$ cat src/rtl/ebus_pkg.sv
// ebus_pkg: shared EBUS controller states, function codes and bus widths
package ebus_pkg;
    localparam int EBUS_DS_WIDTH = 8;
    typedef enum logic [2:0] {IDLE, GRANT, SETUP, STROBE, DEMAND, WAITREL} ebusState_e;
    typedef enum logic [2:0] {CONO = 3'b000, DATAO = 3'b001, CONI = 3'b110, DATAI = 3'b111} ebusFunc_e;
    function automatic logic [2:0] funcCode(input logic f01, input logic f02);
        return {f01, f01, f02};
    endfunction
endpackage

$ cat src/rtl/ebus_if.sv
// ebus_if: EBUS handshake between the PI-side controller and the requester/device side
interface ebus_if;
    import ebus_pkg::*;
    logic ebusReq, ebusDemand, ebusReturn, ebusF01, sendF02, ebusXfer;
    logic [EBUS_DS_WIDTH-1:0] devSel, EBUS_DS;
    logic [2:0] EBUS_FUNC;
    logic ebusGrant, ebusDSStrobe, ebusDemandOut, ebusXferDone, ebusTimeout, ebusBusy;
    modport master (
        output ebusReq, ebusDemand, ebusReturn, ebusF01, sendF02, devSel, ebusXfer,
        input ebusGrant, EBUS_DS, ebusDSStrobe, EBUS_FUNC, ebusDemandOut, ebusXferDone, ebusTimeout, ebusBusy
    );
    modport slave (
        input ebusReq, ebusDemand, ebusReturn, ebusF01, sendF02, devSel, ebusXfer,
        output ebusGrant, EBUS_DS, ebusDSStrobe, EBUS_FUNC, ebusDemandOut, ebusXferDone, ebusTimeout, ebusBusy
    );
endinterface

$ cat src/rtl/ebus_timer.sv
// ebus_timer: loadable down-counter that saturates at zero
module ebus_timer #(
    parameter int WIDTH = 7
) (
    input logic clk,
    input logic rst,
    input logic load,
    input logic [WIDTH-1:0] loadVal,
    input logic en,
    output logic zero
);
    logic [WIDTH-1:0] count;
    always_ff @(posedge clk or posedge rst)
        if (rst) count <= '0;
        else if (load) count <= loadVal;
        else if (en && count != '0) count <= count - 1'b1;
    assign zero = count == '0;
endmodule

$ cat src/rtl/ebus_ctl.sv
// ebus_ctl: grants EBUS to one requester and sequences select, strobe, demand and release
module ebus_ctl
    import ebus_pkg::*;
#(
    parameter int TIMEOUT_CYC = 64,
    parameter int DS_SETUP = 2
) (
    input logic clk,
    input logic CROBAR,
    ebus_if.slave bus
);
    localparam int TW = $clog2(TIMEOUT_CYC) + 1;
    ebusState_e state, nextState;
    logic timerZero, timerLoad, timerEn, latchSel, xferDoneReg, timeoutReg;
    logic [TW-1:0] timerVal;
    logic [EBUS_DS_WIDTH-1:0] dsReg;
    logic [2:0] funcReg;
    always_ff @(posedge clk or posedge CROBAR)
        if (CROBAR) state <= IDLE;
        else state <= nextState;
    always_comb begin
        nextState = state;
        case (state)
            IDLE: if (bus.ebusReq) nextState = GRANT;
            GRANT: nextState = bus.ebusDemand ? SETUP : bus.ebusReturn ? IDLE : GRANT;
            SETUP: if (timerZero) nextState = STROBE;
            STROBE: nextState = DEMAND;
            DEMAND: if (bus.ebusXfer || timerZero) nextState = WAITREL;
            WAITREL: if (!bus.ebusDemand) nextState = bus.ebusReturn ? IDLE : GRANT;
            default: nextState = IDLE;
        endcase
    end
    // one timer serves both waits: setup length on demand accept, timeout window on strobe
    always_comb begin
        latchSel = (state == IDLE && bus.ebusReq) || (state == GRANT && bus.ebusDemand);
        timerLoad = (state == GRANT && bus.ebusDemand) || state == STROBE;
        timerVal = state == STROBE ? TW'(TIMEOUT_CYC - 1) : TW'(DS_SETUP - 1);
        timerEn = state == SETUP || state == DEMAND;
    end
    ebus_timer #(.WIDTH(TW)) timer (
        .clk(clk),
        .rst(CROBAR),
        .load(timerLoad),
        .loadVal(timerVal),
        .en(timerEn),
        .zero(timerZero)
    );
    // xfer takes priority over an expiry landing in the same cycle
    always_ff @(posedge clk or posedge CROBAR)
        if (CROBAR) begin
            dsReg <= '0;
            funcReg <= '0;
            xferDoneReg <= 1'b0;
            timeoutReg <= 1'b0;
        end else begin
            if (latchSel) begin
                dsReg <= bus.devSel;
                funcReg <= funcCode(bus.ebusF01, bus.sendF02);
            end
            xferDoneReg <= state == DEMAND && bus.ebusXfer;
            timeoutReg <= state == DEMAND && timerZero && !bus.ebusXfer;
        end
    always_comb begin
        bus.ebusBusy = state != IDLE;
        bus.ebusGrant = state != IDLE;
        bus.ebusDSStrobe = state == STROBE;
        bus.ebusDemandOut = state == DEMAND;
        bus.EBUS_DS = dsReg;
        bus.EBUS_FUNC = funcReg;
        bus.ebusXferDone = xferDoneReg;
        bus.ebusTimeout = timeoutReg;
    end
endmodule

$ cat src/flat_wrapper.sv
// flat-port wrapper written by rule: the top's interface ports become plain ports
module ebus_ctl_flat import ebus_pkg::*;
#(
    parameter int TIMEOUT_CYC = 64,
    parameter int DS_SETUP = 2
)
  (clk, CROBAR, bus_ebusReq, bus_ebusDemand, bus_ebusReturn, bus_ebusF01, bus_sendF02, bus_devSel, bus_ebusXfer, bus_ebusGrant, bus_EBUS_DS, bus_ebusDSStrobe, bus_EBUS_FUNC, bus_ebusDemandOut, bus_ebusXferDone, bus_ebusTimeout, bus_ebusBusy);
  ebus_if bus_i ();
  input logic clk;
  input logic CROBAR;
  input wire logic [$bits(bus_i.ebusReq)-1:0] bus_ebusReq;
  input wire logic [$bits(bus_i.ebusDemand)-1:0] bus_ebusDemand;
  input wire logic [$bits(bus_i.ebusReturn)-1:0] bus_ebusReturn;
  input wire logic [$bits(bus_i.ebusF01)-1:0] bus_ebusF01;
  input wire logic [$bits(bus_i.sendF02)-1:0] bus_sendF02;
  input wire logic [$bits(bus_i.devSel)-1:0] bus_devSel;
  input wire logic [$bits(bus_i.ebusXfer)-1:0] bus_ebusXfer;
  output wire logic [$bits(bus_i.ebusGrant)-1:0] bus_ebusGrant;
  output wire logic [$bits(bus_i.EBUS_DS)-1:0] bus_EBUS_DS;
  output wire logic [$bits(bus_i.ebusDSStrobe)-1:0] bus_ebusDSStrobe;
  output wire logic [$bits(bus_i.EBUS_FUNC)-1:0] bus_EBUS_FUNC;
  output wire logic [$bits(bus_i.ebusDemandOut)-1:0] bus_ebusDemandOut;
  output wire logic [$bits(bus_i.ebusXferDone)-1:0] bus_ebusXferDone;
  output wire logic [$bits(bus_i.ebusTimeout)-1:0] bus_ebusTimeout;
  output wire logic [$bits(bus_i.ebusBusy)-1:0] bus_ebusBusy;
  assign bus_i.ebusReq = bus_ebusReq;
  assign bus_i.ebusDemand = bus_ebusDemand;
  assign bus_i.ebusReturn = bus_ebusReturn;
  assign bus_i.ebusF01 = bus_ebusF01;
  assign bus_i.sendF02 = bus_sendF02;
  assign bus_i.devSel = bus_devSel;
  assign bus_i.ebusXfer = bus_ebusXfer;
  assign bus_ebusGrant = bus_i.ebusGrant;
  assign bus_EBUS_DS = bus_i.EBUS_DS;
  assign bus_ebusDSStrobe = bus_i.ebusDSStrobe;
  assign bus_EBUS_FUNC = bus_i.EBUS_FUNC;
  assign bus_ebusDemandOut = bus_i.ebusDemandOut;
  assign bus_ebusXferDone = bus_i.ebusXferDone;
  assign bus_ebusTimeout = bus_i.ebusTimeout;
  assign bus_ebusBusy = bus_i.ebusBusy;
  ebus_ctl #(.TIMEOUT_CYC(TIMEOUT_CYC), .DS_SETUP(DS_SETUP)) u_core (.clk(clk), .CROBAR(CROBAR), .bus(bus_i));
endmodule
$ cat config.mk
export PLATFORM = sky130hd
export DESIGN_NAME = ebus_ctl_flat
export DESIGN_NICKNAME = d
export VERILOG_FILES = /design/src/rtl/ebus_pkg.sv /design/src/rtl/ebus_if.sv /design/src/rtl/ebus_timer.sv /design/src/rtl/ebus_ctl.sv /design/src/flat_wrapper.sv
export SDC_FILE = /design/constraint.sdc
export NUM_CORES = 1
export LEC_CHECK = 0
export CAP_MARGIN = 20
export CORE_MARGIN = 2
export CORE_UTILIZATION = 43
export CTS_CLUSTER_SIZE = 16
export DETAILED_ROUTE_END_ITERATION = 8
export GPL_ROUTABILITY_DRIVEN = 0
export PLACE_DENSITY = 0.76
export SLEW_MARGIN = 5
export SYNTH_ARGS = -nofsm -noshare
export SYNTH_HDL_FRONTEND = slang
export SYNTH_HIERARCHICAL = 1
export SYNTH_SLANG_ARGS = --single-unit
$ cat constraint.sdc
create_clock -name clk -period 1.9 [get_ports clk]
set_input_delay 0.285 -clock clk [delete_from_list [all_inputs] [get_ports clk]]
set_output_delay 0.285 -clock clk [all_outputs]
set_load 0.01 [all_outputs]
==> flow_summary.toml, run 1 <==
# synthesis and place-and-route metrics
[logic_synthesis]
yosysChipArea_mm2 = 0.00125
syn_nets = 135
yosysTopAreaCellShare_pct = 44.0
ys_ff = 22
flop_cell = "dfrtp_1"

[detailed_routing]
wl_per_cell_um = 14.9
drtAntennaViolNets = 0
maxUsedRoutingLayer = "met4"
vias = 1014

[cells_and_area]
n_antenna_cell = 0
nClkBuffers = 4
syn_to_final_growth_pct = 35.1
nMultiInputCombCells = 83
comb_area_um2 = 643
final_cell_count_no_fill = 188

[global_route]
grt_overflow = 0
gr-usage-met1_pct = 25.1
met2_usage_pct = 31.8
grt_use_met3_pct = 3.35
grt_use_total_pct = 18.9

[clock_network]
htree_levels = 1
cts_setup_buffers = 2

[outcome]
status = "complete, no violations"

[power]
p_int_mw = 1.69
power_density_mw_per_mm2 = 1580
p_seq_share_pct = 32.7
p_leak_nw = 0.763
p_clk_share_pct = 9.5
p_clk_uw = 253
total_power_mw = 2.67
comb-power_mw = 1.54

[critical_path]
r2r_slack_ps = 90
path_delay_family = "simple AND/OR/NAND/NOR gates"
cp_max_fo = 4
worstSetupStartpointType = "register"
worst-path-buf-inv = 1
rr_startpoint = "u_core/state[1]"

[floorplanning]
rows = 19
core_mm2 = 0.00276
die-area_mm2 = 0.00336

[sta]
worst_pin_slew_ps = 570
setup_slack_ps = 91.4
setup_tns_ps = 0
fin_crit_ps = 1810

[job]
warnings = 26

[placement]
dp.cells = 181
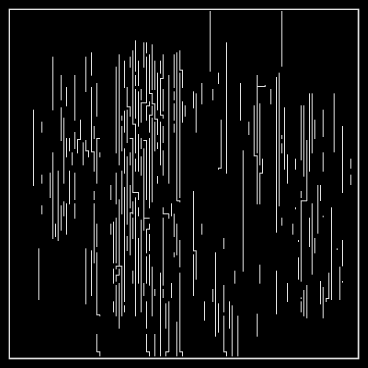
run_1/met2.png
Drawn at 6 px/µm.
longest straight run	25.8 µm
nets with wire on the layer	150
wire length on this layer	1,380 µm

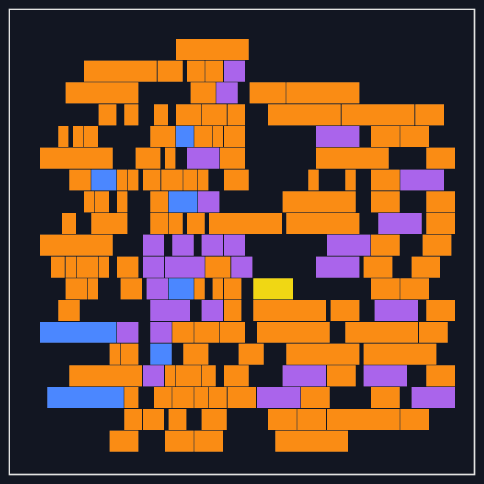
run_1/drive_strength.png
Drawn at 8 px/µm.
size	color	cells
drive 1 or less	orange	122
drive 6 and up	yellow	1
drive 2	blue	7
drive 3 to 4	purple	27

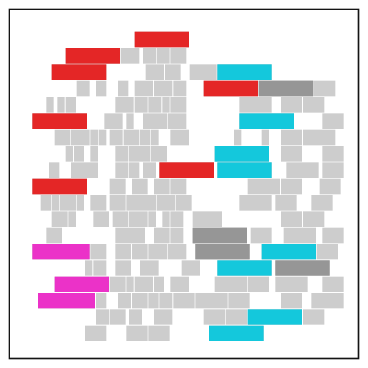
run_1/registers.png
Drawn at 6 px/µm. Other sequential cells in the stronger gray, the rest of the logic in the fainter gray.
signal	color	placed flops
`u_core/state`	magenta	3
`u_core/timer/count`	red	7
`u_core/bus.EBUS_DS`	cyan	8
not colored	4

--- run 2 (diff from run 1) ---
--- a/config.mk
+++ b/config.mk
@@ -7,11 +7,11 @@
 export LEC_CHECK = 0
 export CAP_MARGIN = 20
 export CORE_MARGIN = 2
-export CORE_UTILIZATION = 43
+export CORE_UTILIZATION = 35
 export CTS_CLUSTER_SIZE = 16
 export DETAILED_ROUTE_END_ITERATION = 8
 export GPL_ROUTABILITY_DRIVEN = 0
-export PLACE_DENSITY = 0.76
+export PLACE_DENSITY = 0.64
 export SLEW_MARGIN = 5
 export SYNTH_ARGS = -nofsm -noshare
 export SYNTH_HDL_FRONTEND = slang
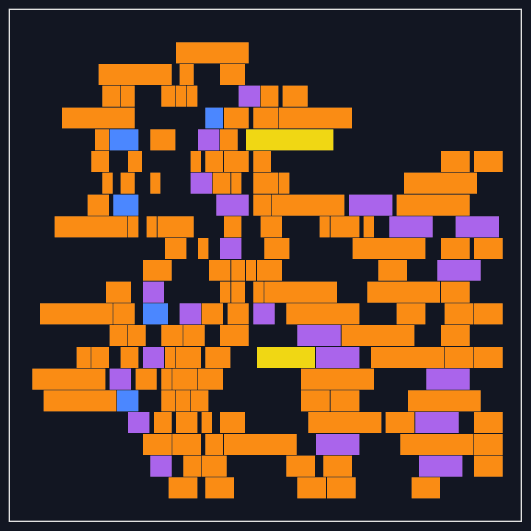
run_2/drive_strength.png
Drawn at 8 px/µm.
size	color	cells
drive 3 to 4	purple	22
drive 6 and up	yellow	2
drive 1 or less	orange	126
drive 2	blue	5

==> run 2 against run 1 <==
Critical path depth shrank 4; combinational power about the same; flip-flop count stayed put; worst setup slack lost 22 ps; final cell count grew 6.9%; maximum frequency fell by 1.2%; cell area grew 0.96%; clock power up 43%; clock skew grew 4.8 ps; sequential share of layout area shrank 0.46 points; synthesized cell count stayed put; largest power group unchanged; highest routed layer unchanged.
==> flow_summary.toml, run 2 <==
# synthesis and place-and-route metrics
[clock_network]
htree_levels = 1

[power]
p_leak_nw = 0.750
total_power_mw = 2.77
p_seq_share_pct = 31.3
p_clk_uw = 363

[floorplanning]
rows = 21
core_mm2 = 0.00339

[job]
warnings = 26

[sta]
fin_crit_ps = 1830
worst_pin_slew_ps = 646

[global_route]
grt_use_total_pct = 14.9
grt_overflow = 0

[critical_path]
cp_max_fo = 4
path_delay_family = "simple AND/OR/NAND/NOR gates"
worst-path-buf-inv = 1

[placement]
dp.cells = 196

[cells_and_area]
syn_to_final_growth_pct = 36.4
n_antenna_cell = 0

[outcome]
status = "complete, no violations"

[logic_synthesis]
ys_ff = 22
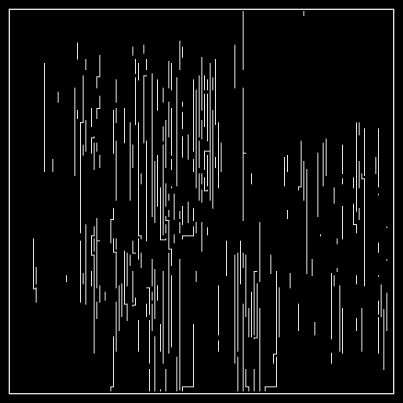
run_2/met2.png
Drawn at 6 px/µm.
wire length on this layer	1,350 µm
nets with wire on the layer	151
main direction	vertical
longest straight run	23.8 µm

Power is estimated from default activity; no workload was simulated.
